==> images/clock_map.png <==
Bar = 100 um.
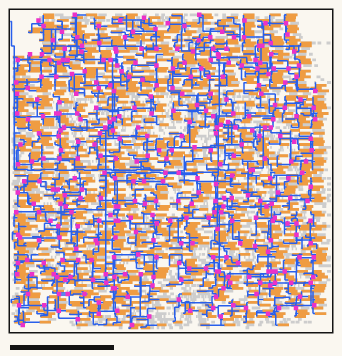
==> images/zoom.png <==
Region (218, 63) to (248, 93) um. Cells in gray, sequential cells in the stronger gray; small squares are vias.
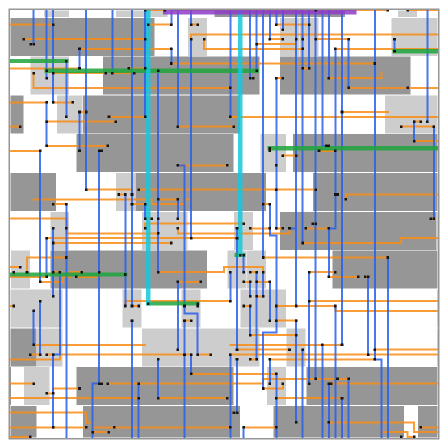
==> images/final_clocks.png <==
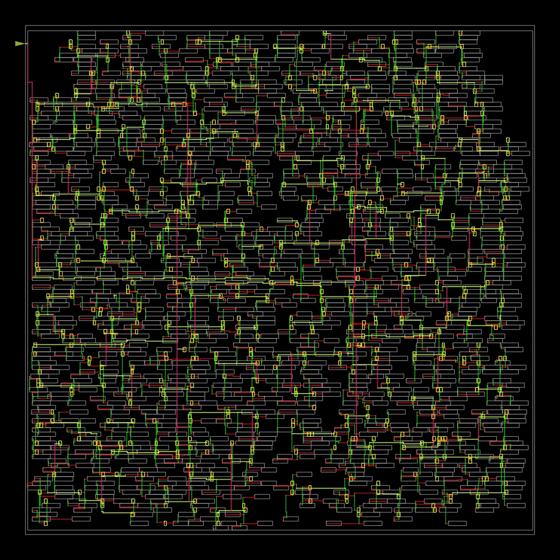
==> images/registers.png <==
Bar = 100 um.
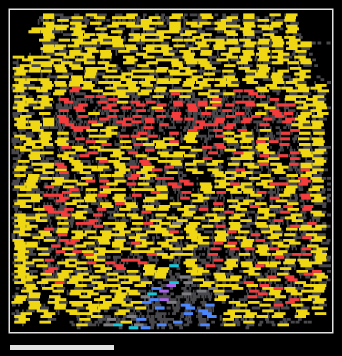
==> images/drive_strength.png <==
Bar = 100 um.
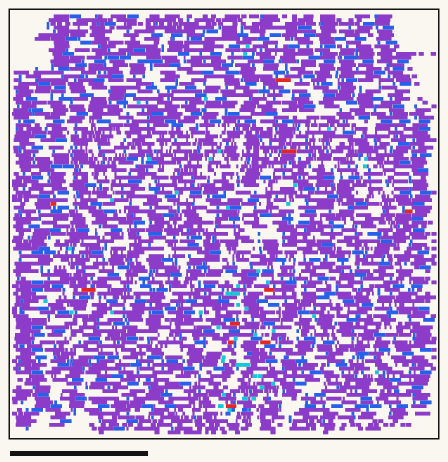
Design result_serializer_flat, sky130hd; sources not shown.
==> Slide: Implementation Results <==
Implementation Results

Synth
  • Mapped Area: 52400 sq um
  • Post-Syn Instances: 3005
  • Synth flops: 1353
  • Yosys stat chip area: 52400 sq um
  • Synth warn: 0

Global route
  • Largest net degree at the start of global routing: 154
  • GRT overflow: 0
  • GRT Util Overall: 26.1%
  • First-pass GRT wire length: 187 mm

Die
  • Row count: 112
  • Die Wd: 311 um

Final layout
  • Logic area: 11800 sq um
  • Filler Cells Inserted: 7014

Job
  • Total tool warning count: 49
  • Max_cap viols: 0

Clock network
  • CTS max path bufs: 4
  • Root Buffer: clkbuf_2
  • H-tree depth: 5

Worst setup path
  • Crit start category: register
  • Crit Path Category: reg -> out
  • Cells along the critical path: ha_1 -> ha_1 -> and2_1 -> clkdlybuf4s50_1

Drt
  • Via count: 29.1k

Outcome
  • Outcome: complete, no violations

STA
  • Setup_tns: 0 ns
  • Final Cycle Share: 45.7%

Pwr
  • VDD IR max: 0.204 mV
  • Power Total: 12200 uW
  • Sw Ratio: 33.1%
  • Pwr Density: 207 nW/um^2
  • Flop pwr share: 49.5%
Notes on clock_map.png above:
Key: cells driving clock nets = magenta [count 344]; flip-flops = orange [count 1353]; clock wires = blue [length 16100 um]
Position of the flops: widely spread.
Late-Pin Clk Latency: 1.51 ns
clock power share: 23.9%

Notes on zoom.png above:
Key: met1 = orange; met2 = blue; met5 = purple; met4 = cyan; met3 = green
Most frequent: edfxtp_1 (12), nand2_1 (10), clkbuf_2 (4). Sequential cells in the window: 15. 37 logic cells have their middle in the window.

Notes on final_clocks.png above:
TritonCTS buffer count: 344
Clk power: 2920 uW
clock sinks: 1353
seq_cells: 1353

Notes on registers.png above:
Key: `u_core.shift_reg` = red [placed flops 256]; `u_core.u_fifo.mem` = yellow [placed flops 1060, where widely spread]; `u_core.bus.out_tile_col` = cyan [placed flops 5, where bottom middle]; `u_core.row_count` = blue [placed flops 16, where bottom middle]; `u_core.bus.out_lane` = purple [placed flops 3]
Another 13 sequential cells are not colored.
final cell utilization of the core: 63.1%
sequential power: 6070 uW
Storage cell area: 39200 sq um

Notes on drive_strength.png above:
Key: drive 2 = blue [cells 807]; drive 3 to 4 = cyan [cells 44]; drive 1 or less = purple [cells 2873]; drive 6 and up = red [cells 10]
setup ws final: 6.57 ns
Post-Layout Inst Area: 59300 sq um
P&R area growth vs syn: 13.1%
Non-clock buffers: 371

metrics by stage:
step / setup WS, ns / instances / area, sq um
after floorplan: 1.59 / 3005 / 52400
after global placement: 5.90 / 4389 / 56300
after detailed placement: 5.78 / 4389 / 56300
after CTS: 6.34 / 4987 / 59200
after global routing: 6.33 / 4992 / 59300
final: 6.57 / 4993 / 59300
per-layer routing:
layer | share of wire [%] | GRT usage [%] | wire length (um)
met2 | 51 | 42.8 | 63400
met4 | 2.3 | 9.00 | 2810
met5 | 0.064 | 0 | 80
met1 | 40 | 34.3 | 49600
met3 | 6.6 | 6.23 | 8230
synthesized netlist by cell type (2+ instances only):
cell type  instances
edfxtp_1        1060
nand2_1          509
dfrtp_1          293
mux4_2           265
nor2_1           238
a311oi_1         225
buf_2             73
clkbuf_1          70
buf_4             64
a21oi_1           53
nand3_1           42
buf_6             22
buf_1             10
o21ai_0            8
ha_1               7
or3_1              7
xnor2_1            7
and2_1             6
inv_1              6
nor3_1             6
xor2_1             4
mux2i_1            3
and3_1             2
and4_1             2
nand4_1            2
nor2b_1            2
or2_2              2
critical path, delay by kind of cell, from the launching register on:
family | cells | cell delay, ns
buffers and inverters | 1 | 0.62
DFF | 1 | 0.38
adders and majority gates | 2 | 0.47
and+or+nand+nor | 1 | 0.18
power groups by stage:
stage / registers [uW] / logic [uW] / clock network, uW
final: 6070 / 3250 / 2920
after CTS: 6060 / 3320 / 3020
after floorplan: 6020 / 2600 / 0
after global placement: 6140 / 3260 / 0
after global routing: 6120 / 3550 / 3240
after detailed placement: 6160 / 3310 / 0
logic make-up (layout without fill, tap and decap cells):
group | after synthesis | in the layout | share of synthesized area (%)
flops | 1353 | 1353 | 74.7
buf+inv | 246 | 975 | 2.71
fa+ha+maj | 8 | 8 | 0.205
xor+xnor | 11 | 11 | 0.184
mux | 270 | 270 | 11.5
other cells | 0 | 5 | 0
compound gates | 291 | 291 | 4.43
simple gates | 826 | 826 | 6.23
final cells by class:
cell class / count / area share, %
Inverter: 6 / 0.0507
Tap cell: 1254 / 2.65
Sequential cell: 1353 / 66.1
Clock inverter: 71 / 0.562
Clock buffer: 527 / 4.45
Antenna cell: 5 / 0.0211
Multi-Input combinational cell: 1406 / 20.0
Timing Repair Buffer: 371 / 6.21
Power is estimated from default activity; no workload was simulated.
